Fig. 1: run 1, cell sizes after repair
Bar = 50 µm.
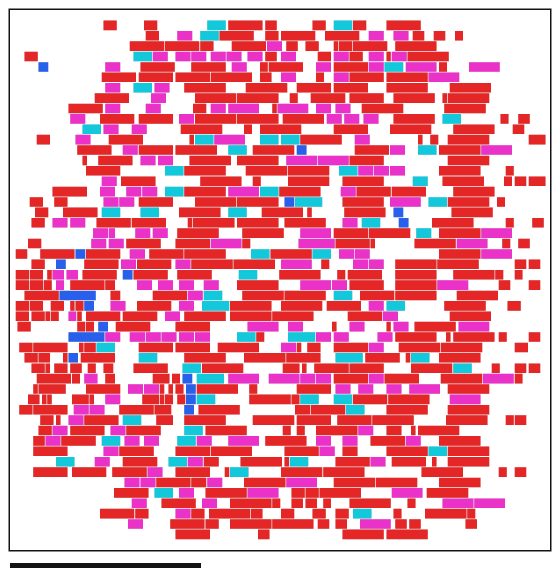
Fig. 2: run 1, clock distribution
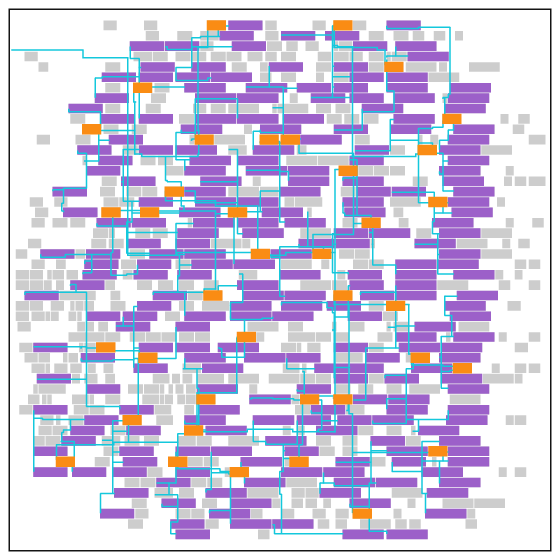
Fig. 3: run 1, clock routing
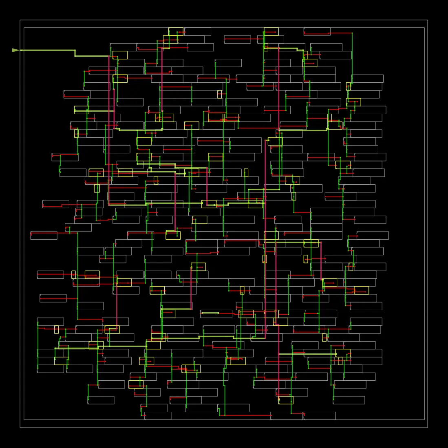
$ cat src/rtl/ats_cmd_ingress.sv
`default_nettype none
// ============================================================================
// Module   : ats_cmd_ingress
// Purpose  : Two-word command assembly per client, NOP filtering, round-robin
//            arbitration into a tagged FIFO towards the ATS decode core.
// Revision : 1.0 - initial release
// ============================================================================
module ats_cmd_ingress #(
    parameter  int N_CLIENTS = 2,
    parameter  int WORD_W    = 16,
    parameter  int DEPTH     = 4,
    parameter  int OPC_W     = 3,
    localparam int CMD_W     = 2 * WORD_W,
    localparam int SRC_W     = (N_CLIENTS > 1) ? $clog2(N_CLIENTS) : 1,
    localparam int LVL_W     = $clog2(DEPTH + 1)
) (
    input  logic                        clk,
    input  logic                        reset,
    input  logic [N_CLIENTS-1:0]        req,
    input  logic [N_CLIENTS*WORD_W-1:0] ctrl,
    output logic [N_CLIENTS-1:0]        client_busy,
    output logic [N_CLIENTS-1:0]        ovf,
    input  logic [N_CLIENTS-1:0]        ovf_clr,
    output logic                        cmd_valid,
    input  logic                        cmd_ready,
    output logic [CMD_W-1:0]            cmd_data,
    output logic [SRC_W-1:0]            cmd_src,
    output logic [LVL_W-1:0]            fifo_level
);

    localparam int PTR_W = $clog2(DEPTH);
    localparam int ENT_W = SRC_W + CMD_W;

    localparam logic [0:0] S_IDLE = 1'b0;
    localparam logic [0:0] S_LOW  = 1'b1;

    logic [N_CLIENTS-1:0] w_hold_full;
    logic [CMD_W-1:0]     w_hold_data [N_CLIENTS];
    logic [N_CLIENTS-1:0] w_grant;
    logic [SRC_W-1:0]     w_cand      [N_CLIENTS];
    logic [SRC_W-1:0]     w_grant_idx;
    logic                 w_grant_any;
    logic [SRC_W-1:0]     r_rr_ptr;

    logic [ENT_W-1:0]     r_mem [DEPTH];
    logic [PTR_W-1:0]     r_wr_ptr;
    logic [PTR_W-1:0]     r_rd_ptr;
    logic [LVL_W-1:0]     r_level;
    logic [ENT_W-1:0]     w_head;
    logic                 w_fifo_full;
    logic                 w_push;
    logic                 w_pop;

    // ------------------------------------------------------------------------
    // Per-client assembler and holding register
    // ------------------------------------------------------------------------
    for (genvar k = 0; k < N_CLIENTS; k++) begin : g_client
        logic [0:0]        r_state;
        logic [WORD_W-1:0] r_hi_word;
        logic [CMD_W-1:0]  r_hold_data;
        logic              r_hold_full;
        logic              r_ovf;
        logic [WORD_W-1:0] w_word;
        logic [CMD_W-1:0]  w_cmd;
        logic              w_keep;
        logic              w_load;
        logic              w_drop;

        assign w_word = ctrl[k*WORD_W +: WORD_W];
        assign w_cmd  = {r_hi_word, w_word};
        assign w_keep = (r_state == S_LOW) && (r_hi_word[WORD_W-1 -: OPC_W] != '0);
        // A holding register being granted this cycle frees up in time for the load.
        assign w_load = w_keep && (!r_hold_full || w_grant[k]);
        assign w_drop = w_keep && r_hold_full && !w_grant[k];

        always_ff @(posedge clk or negedge reset) begin
            if (!reset) begin
                r_state     <= S_IDLE;
                r_hi_word   <= '0;
                r_hold_data <= '0;
                r_hold_full <= 1'b0;
                r_ovf       <= 1'b0;
            end else begin
                case (r_state)
                    S_IDLE: begin
                        if (req[k]) begin
                            r_hi_word <= w_word;
                            r_state   <= S_LOW;
                        end
                    end
                    S_LOW:   r_state <= S_IDLE;
                    default: r_state <= S_IDLE;
                endcase

                if (w_load) begin
                    r_hold_data <= w_cmd;
                    r_hold_full <= 1'b1;
                end else if (w_grant[k]) begin
                    r_hold_full <= 1'b0;
                end

                if (w_drop) begin
                    r_ovf <= 1'b1;
                end else if (ovf_clr[k]) begin
                    r_ovf <= 1'b0;
                end
            end
        end

        assign w_hold_full[k] = r_hold_full;
        assign w_hold_data[k] = r_hold_data;
        assign ovf[k]         = r_ovf;
        assign client_busy[k] = (r_state == S_LOW) | r_hold_full;
    end

    // ------------------------------------------------------------------------
    // Round-robin arbiter
    // ------------------------------------------------------------------------
    for (genvar i = 0; i < N_CLIENTS; i++) begin : g_cand
        assign w_cand[i] = SRC_W'((int'(r_rr_ptr) + i) % N_CLIENTS);
    end

    always_comb begin
        w_grant_any = 1'b0;
        w_grant_idx = '0;
        if (!w_fifo_full) begin
            for (int i = 0; i < N_CLIENTS; i++) begin
                if (!w_grant_any && w_hold_full[w_cand[i]]) begin
                    w_grant_any = 1'b1;
                    w_grant_idx = w_cand[i];
                end
            end
        end
    end

    assign w_grant = w_grant_any ? (N_CLIENTS'(1) << w_grant_idx) : '0;

    always_ff @(posedge clk or negedge reset) begin
        if (!reset) begin
            r_rr_ptr <= '0;
        end else if (w_grant_any) begin
            r_rr_ptr <= (w_grant_idx == SRC_W'(N_CLIENTS - 1)) ? '0 : w_grant_idx + SRC_W'(1);
        end
    end

    // ------------------------------------------------------------------------
    // Command FIFO
    // ------------------------------------------------------------------------
    // Grants are gated on the registered level, so a pop from a full FIFO
    // only opens a slot for the following cycle.
    assign w_fifo_full = (r_level == LVL_W'(DEPTH));
    assign w_push      = w_grant_any;
    assign w_pop       = cmd_valid & cmd_ready;

    always_ff @(posedge clk) begin
        if (w_push) begin
            r_mem[r_wr_ptr] <= {w_grant_idx, w_hold_data[w_grant_idx]};
        end
    end

    always_ff @(posedge clk or negedge reset) begin
        if (!reset) begin
            r_wr_ptr <= '0;
            r_rd_ptr <= '0;
            r_level  <= '0;
        end else begin
            if (w_push) begin
                r_wr_ptr <= (r_wr_ptr == PTR_W'(DEPTH - 1)) ? '0 : r_wr_ptr + PTR_W'(1);
            end
            if (w_pop) begin
                r_rd_ptr <= (r_rd_ptr == PTR_W'(DEPTH - 1)) ? '0 : r_rd_ptr + PTR_W'(1);
            end
            case ({w_push, w_pop})
                2'b10:   r_level <= r_level + LVL_W'(1);
                2'b01:   r_level <= r_level - LVL_W'(1);
                default: r_level <= r_level;
            endcase
        end
    end

    assign w_head     = r_mem[r_rd_ptr];
    assign cmd_valid  = (r_level != '0);
    assign cmd_data   = cmd_valid ? w_head[CMD_W-1:0] : '0;
    assign cmd_src    = cmd_valid ? w_head[ENT_W-1 -: SRC_W] : '0;
    assign fifo_level = r_level;

endmodule
`default_nettype wire

$ cat config.mk
export PLATFORM = sky130hd
export DESIGN_NAME = ats_cmd_ingress
export DESIGN_NICKNAME = d
export VERILOG_FILES = /design/src/rtl/ats_cmd_ingress.sv
export SDC_FILE = /design/constraint.sdc
export NUM_CORES = 1
export LEC_CHECK = 0
export ABC_AREA = 0
export ABC_CLOCK_PERIOD_IN_PS = 2800
export CAP_MARGIN = 25
export CORE_UTILIZATION = 50
export CTS_BUF_LIST = sky130_fd_sc_hd__clkbuf_8
export DETAILED_ROUTE_END_ITERATION = 10
export PLACE_DENSITY_LB_ADDON = 0.25
export SYNTH_ARGS = -nofsm -noshare
export SYNTH_HDL_FRONTEND = slang
export SYNTH_SLANG_ARGS = --single-unit
$ cat constraint.sdc
create_clock -name clk -period 2.8 [get_ports clk]
set_input_delay 0.42 -clock clk [delete_from_list [all_inputs] [get_ports clk]]
set_output_delay 0.42 -clock clk [all_outputs]
set_load 0.02 [all_outputs]
==> out/metrics.yaml, run 1 <==
status: "finished, final reports clean"
detail_route.drc_violations: 0
via_per_inst: 5.302
power.density_cell_area_nw_per_um2: 1200
post_synth.cell_area_avg_um2: 18.75
report.final.hold_viol_count: 0
synth_largest_type_area_fraction_pct: 40.80
global_route.usage.met1_pct: 26.22
openroad_warning_count: 29
pwr.group.sequential_mw: 6.00
top_layout_cell: "sky130_fd_sc_hd__edfxtp_1"
dominant_logic_cell_types_in_the_final_layout: "sky130_fd_sc_hd__edfxtp_1 (132), sky130_fd_sc_hd__mux2_2 (127), sky130_fd_sc_hd__dfrtp_1 (109)"
initial_utilization_pct: 51.42
max_flop_register: "r_mem"
share_comb_of_total_power_pct: 36.5
drt-wirelength-per-cell_um: 19.76
p_seq_share_pct: 43.0
report.final.slew_viol_count: 0
vdd_ir_drop_max_mv: 0.6635
net_sw_power_mw: 4.419
critPathRequiredTime_ns: 2.38
core.rowCount: 50
clock_root_buffer: "sky130_fd_sc_hd__clkbuf_8"
cap_viol_max_count: 0
synthTopCellsByArea: "sky130_fd_sc_hd__edfxtp_1 (41%), sky130_fd_sc_hd__dfrtp_1 (28%), sky130_fd_sc_hd__mux2_2 (15%)"
hold_class: "primary input to asynchronous set/reset pin"
antenna_cells_inserted: 0
dp.final_hpwl_um: 11240
netlist_area_um2: 9714
synthDominantAreaCellType: "sky130_fd_sc_hd__edfxtp_1"
cts.clk_slew.worst_paths_ns: 0.06
largest_net_degree_at_the_start_of_global_routing: 51
netlist.top_cell.by_instances: "sky130_fd_sc_hd__edfxtp_1"
first_global_vias: 5320
critical_path.top_delay_family: "buffers and inverters"
worstMarginPinSlew_ns: 0.6362
uppermost_layer_routed: "met4"
num_io_pins: 80
maxSlewHeadroom_pct: 57.22
synth.yosys.num_cells: 518
worstPathCellList: "buf_4 > mux4_2 > and2_1 > clkdlybuf4s50_1"
swShare_pct: 31.67
fillCellCount: 1389
io_buffer_count: 79
grt_util_all_layers_pct: 19.69
place_congestion: 0.7474
cp_num_buf_inv: 2
-- Fig. 1 (at the start) --
Key: magenta = x2 [cells 167, most used mux2_2]; cyan = x6 and larger [cells 56, most used clkbuf_8]; blue = x3 and x4 [cells 17, most used buf_4]; red = x1 and smaller [cells 422, most used edfxtp_1]
total non-filler cell area in the finished layout: 11630 µm²
non-clock buffer count: 101
final setup margin: 0.09477 ns
synthesis-to-layout area growth: 19.72%

-- Fig. 2 (at the start) --
Key: purple = flip-flops [count 242]; cyan = clock wires [length 2790 µm]; orange = clock-net drivers [count 38]
Position of the flops: all over the die. There are 39 routed clock nets.
reported clock group power: 2.85 mW
power share of the clock group: 20.5%
latest clock arrival within the worst-skew pair: 0.52 ns
Worst Skew: 0.01444 ns

-- Fig. 3 (at the start) --
clk_buf instances: 49
CTS buffer count: 38
clock sink count: 242

==> run 1: final timing paths <==
kind	from	end	slack, ns	cells past startpoint
max	r_rd_ptr[0]	cmd_data[10]	0.09	4
min in group clk	ovf_clr[0]	g_client[0].r_ovf	0.48	2
max in group asynchronous	reset	g_client[0].r_hold_data[18]	1.68	3
max reg2reg	fifo_level[0]	fifo_level[2]	0.48	9
min reg2reg	g_client[0].r_hold_data[3]	g_client[0].r_hold_data[3]	0.49	1
min	reset	g_client[1].r_hold_data[28]	0.38	2
==> run 1: cells by family after synthesis <==
group	synth area share (%)
flip-flops	69.14
multiplexers	23.06
AND/OR/NAND/NOR	3.413
buffers and inverters	2.267
AND-OR/OR-AND	0.8757
adder cells (fa/ha/maj)	0.9789
XOR/XNOR	0.2705
==> run 1: stage by stage <==
step / power (mW) / setup WS [ns] / area [µm²] / util [%] / hold WS [ns]
after floorplan: 9.380 / 0.5594 / 9714 / - / 0.1244
after detailed placement: 11.49 / 0.3672 / 10860 / 57.48 / 0.3984
after CTS: 14.13 / 0.006899 / 11610 / 61.45 / 0.3687
final: 13.95 / 0.09477 / 11630 / 61.56 / 0.3804
after global routing: 14.72 / 0.006245 / 11630 / 61.56 / 0.4127
after global placement: 11.28 / 0.3871 / 10860 / 57.48 / 0.3873
==> run 1: timing repair <==
item	in CTS	in global routing
endpoints found under the hold margin	32	0
gates resized	32	2
cloned	0	0
setup buffers	2	2
endpoints found under the setup margin	29	8
hold buffers	1	0
==> run 1: layout make-up <==
cell class	instances	area [µm²]	area share [%]
well taps	260	325.3	2.797
flip-flops and latches	242	6718	57.76
multi-input cells	240	2805	24.12
clock inverters	21	80.08	0.6885
inverters	9	33.78	0.2905
clock buffers	49	674.4	5.799
repair buffers	101	993.5	8.542
--- run 2 (diff from run 1) ---
--- a/config.mk
+++ b/config.mk
@@ -13,4 +13,5 @@
 export DETAILED_ROUTE_END_ITERATION = 10
 export PLACE_DENSITY_LB_ADDON = 0.25
+export REMOVE_ABC_BUFFERS = 1
 export SYNTH_ARGS = -nofsm -noshare
 export SYNTH_HDL_FRONTEND = slang
==> constraint.sdc (replaced) <==
create_clock -name clk -period 2.8 [get_ports clk]
set_input_delay 0.28 -clock clk [delete_from_list [all_inputs] [get_ports clk]]
set_output_delay 0.28 -clock clk [all_outputs]
set_load 0.02 [all_outputs]
Fig. 4: run 2, cell sizes after repair
Bar = 50 µm.
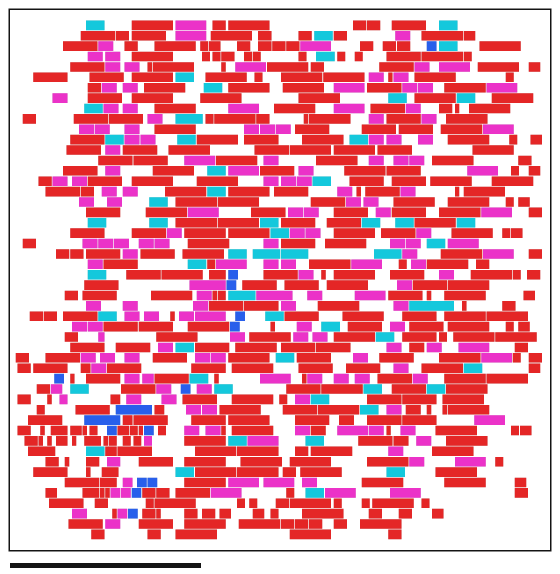
Key: blue = x3 and x4 [cells 15, most used buf_4]; magenta = x2 [cells 172, most used mux2_2]; cyan = x6 and larger [cells 54, most used clkbuf_8]; red = x1 and smaller [cells 416, most used edfxtp_1]
non-clock buffer count: 97
synthesis-to-layout area growth: 19.69%
total non-filler cell area in the finished layout: 11630 µm²

==> out/metrics.yaml, run 2 <==
synthTopCellsByArea: "sky130_fd_sc_hd__edfxtp_1 (41%), sky130_fd_sc_hd__dfrtp_1 (28%), sky130_fd_sc_hd__mux2_2 (15%)"  # unchanged
dp.final_hpwl_um: 11160  # was 11240 µm
synthDominantAreaCellType: "sky130_fd_sc_hd__edfxtp_1"  # unchanged
yosys.area_share.aoi_pct: 0.8758  # unchanged
first_global_vias: 5345  # was 5320
swShare_pct: 31.33  # was 31.67%
uppermost_layer_routed: "met4"  # unchanged
core.rowCount: 50  # unchanged
worstMarginPinSlew_ns: 0.6621  # was 0.6362 ns
share_comb_of_total_power_pct: 36.6  # was 36.5%
synth.area.mux_share_pct: 23.06  # unchanged
dominant_logic_cell_types_in_the_final_layout: "sky130_fd_sc_hd__edfxtp_1 (132), sky130_fd_sc_hd__mux2_2 (127), sky130_fd_sc_hd__dfrtp_1 (108)"  # was sky130_fd_sc_hd__edfxtp_1 (132), sky130_fd_sc_hd__mux2_2 (127), sky130_fd_sc_hd__dfrtp_1 (109)
largest_net_degree_at_the_start_of_global_routing: 83  # was 51
critical_path.top_delay_family: "buffers and inverters"  # unchanged
netlist.top_cell.by_instances: "sky130_fd_sc_hd__edfxtp_1"  # unchanged
power.density_cell_area_nw_per_um2: 1208  # was 1200 nW/µm²
p_total_mw: 14.04  # was 13.95 mW
initial_utilization_pct: 51.42  # unchanged
via_per_inst: 5.341  # was 5.302
post_synth.cell_area_avg_um2: 18.75  # unchanged
detail_route.drc_violations: 0  # unchanged
clock_net_power_mw: 2.85  # about the same
placedInstanceArea_um2: 10840  # was 10860 µm²
pwr.group.sequential_mw: 6.06  # was 6.00 mW
status: "finished, final reports clean"  # unchanged
num_io_pins: 80  # unchanged
top_layout_cell: "sky130_fd_sc_hd__edfxtp_1"  # unchanged
cts_num_sinks: 242  # unchanged
report.final.slew_viol_count: 0  # unchanged
synth.comb.largest_family: "multiplexers"  # unchanged
clock_root_buffer: "sky130_fd_sc_hd__clkbuf_8"  # unchanged
synth_largest_type_area_fraction_pct: 40.80  # unchanged
p_seq_share_pct: 43.2  # was 43.0%
drt-wirelength-per-cell_um: 20.09  # was 19.76 µm
openroad_warning_count: 28  # was 29
report.final.hold_viol_count: 0  # unchanged
clock_power_share_pct: 20.3  # was 20.5%
net_sw_power_mw: 4.401  # was 4.419 mW
max_flop_register: "r_mem"  # unchanged
critPathRequiredTime_ns: 2.52  # was 2.38 ns
post_synth_xor_area_fraction_pct: 0.2705  # unchanged
synth.yosys.num_cells: 518  # unchanged
place_congestion: 0.7273  # was 0.7474
antenna_cells_inserted: 0  # unchanged
latest_clock_arrival_within_the_worst_skew_pair_ns: 0.52  # about the same
Fig. 5: run 2, clock routing
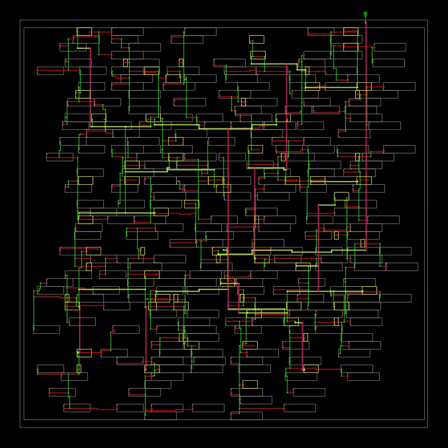
Worst Skew: 0.01660 ns
clk_buf instances: 48
sequential cell count: 242

run 2: cell counts after synthesis:
Identical to the previous run, type by type.
run 2: worst paths after layout:
path	startpoint	end	cells past startpoint	slack, ns
min	reset	g_client[1].r_hold_data[17]	2	0.24
max in group asynchronous	reset	g_client[1].r_hold_data[31]	3	1.76
max reg2reg	fifo_level[2]	fifo_level[2]	9	0.42
max	fifo_level[2]	cmd_data[8]	4	0.09
min reg2reg	g_client[0].r_hold_data[4]	g_client[0].r_hold_data[4]	1	0.48
min in group clk	ovf_clr[0]	g_client[0].r_ovf	2	0.34
run 2: repair_timing:
| item | 4_1_cts | 5_1_grt |
|---|---|---|
| resized | 15 | 0 |
| setup buffers | 2 | 0 |
| endpoints found under the hold margin | 28 | 0 |
| setup endpoints to repair | 31 | 0 |
| hold buffers | 1 | 0 |
run 2: stage by stage:
stage	std cells	utilization, %	setup slack, ns
final	917	61.54	0.09210
after detailed placement	844	57.40	0.4298
after CTS	917	61.54	0.04560
after floorplan	491	-	0.08856
after global placement	844	57.40	0.4985
after global routing	917	61.54	0.009748
run 2: layout make-up:
type	count	area (µm²)
timing repair buffer	97	994.7
sequential	242	6719
clock buffer	48	660.6
clock inverter	21	83.83
inverter	9	33.78
fill	1423	7266
multi-input combinational	240	2810
tap	260	325.3
run 2: logic make-up (layout without fill, tap and decap cells):
group                      after synthesis  in the layout
DFF                                    242            242
muxes                                  166            166
xor gates and xnor gates                 3              3
AOI/OAI and AO/OA                       10             10
buffers and inverters                   36            175
adders and majority gates                7              7
and+or+nand+nor                         54             54
run 2: metal layers:
metal | vias to the layer above | global-route usage, %
met5 | - | 0
met1 | 2575 | 24.56
met2 | 113 | 34.34
met3 | 29 | 3.915
li1 | 2181 | -
met4 | 0 | 6.961
Power figures rest on the tool's default switching activity, not on a simulated workload.
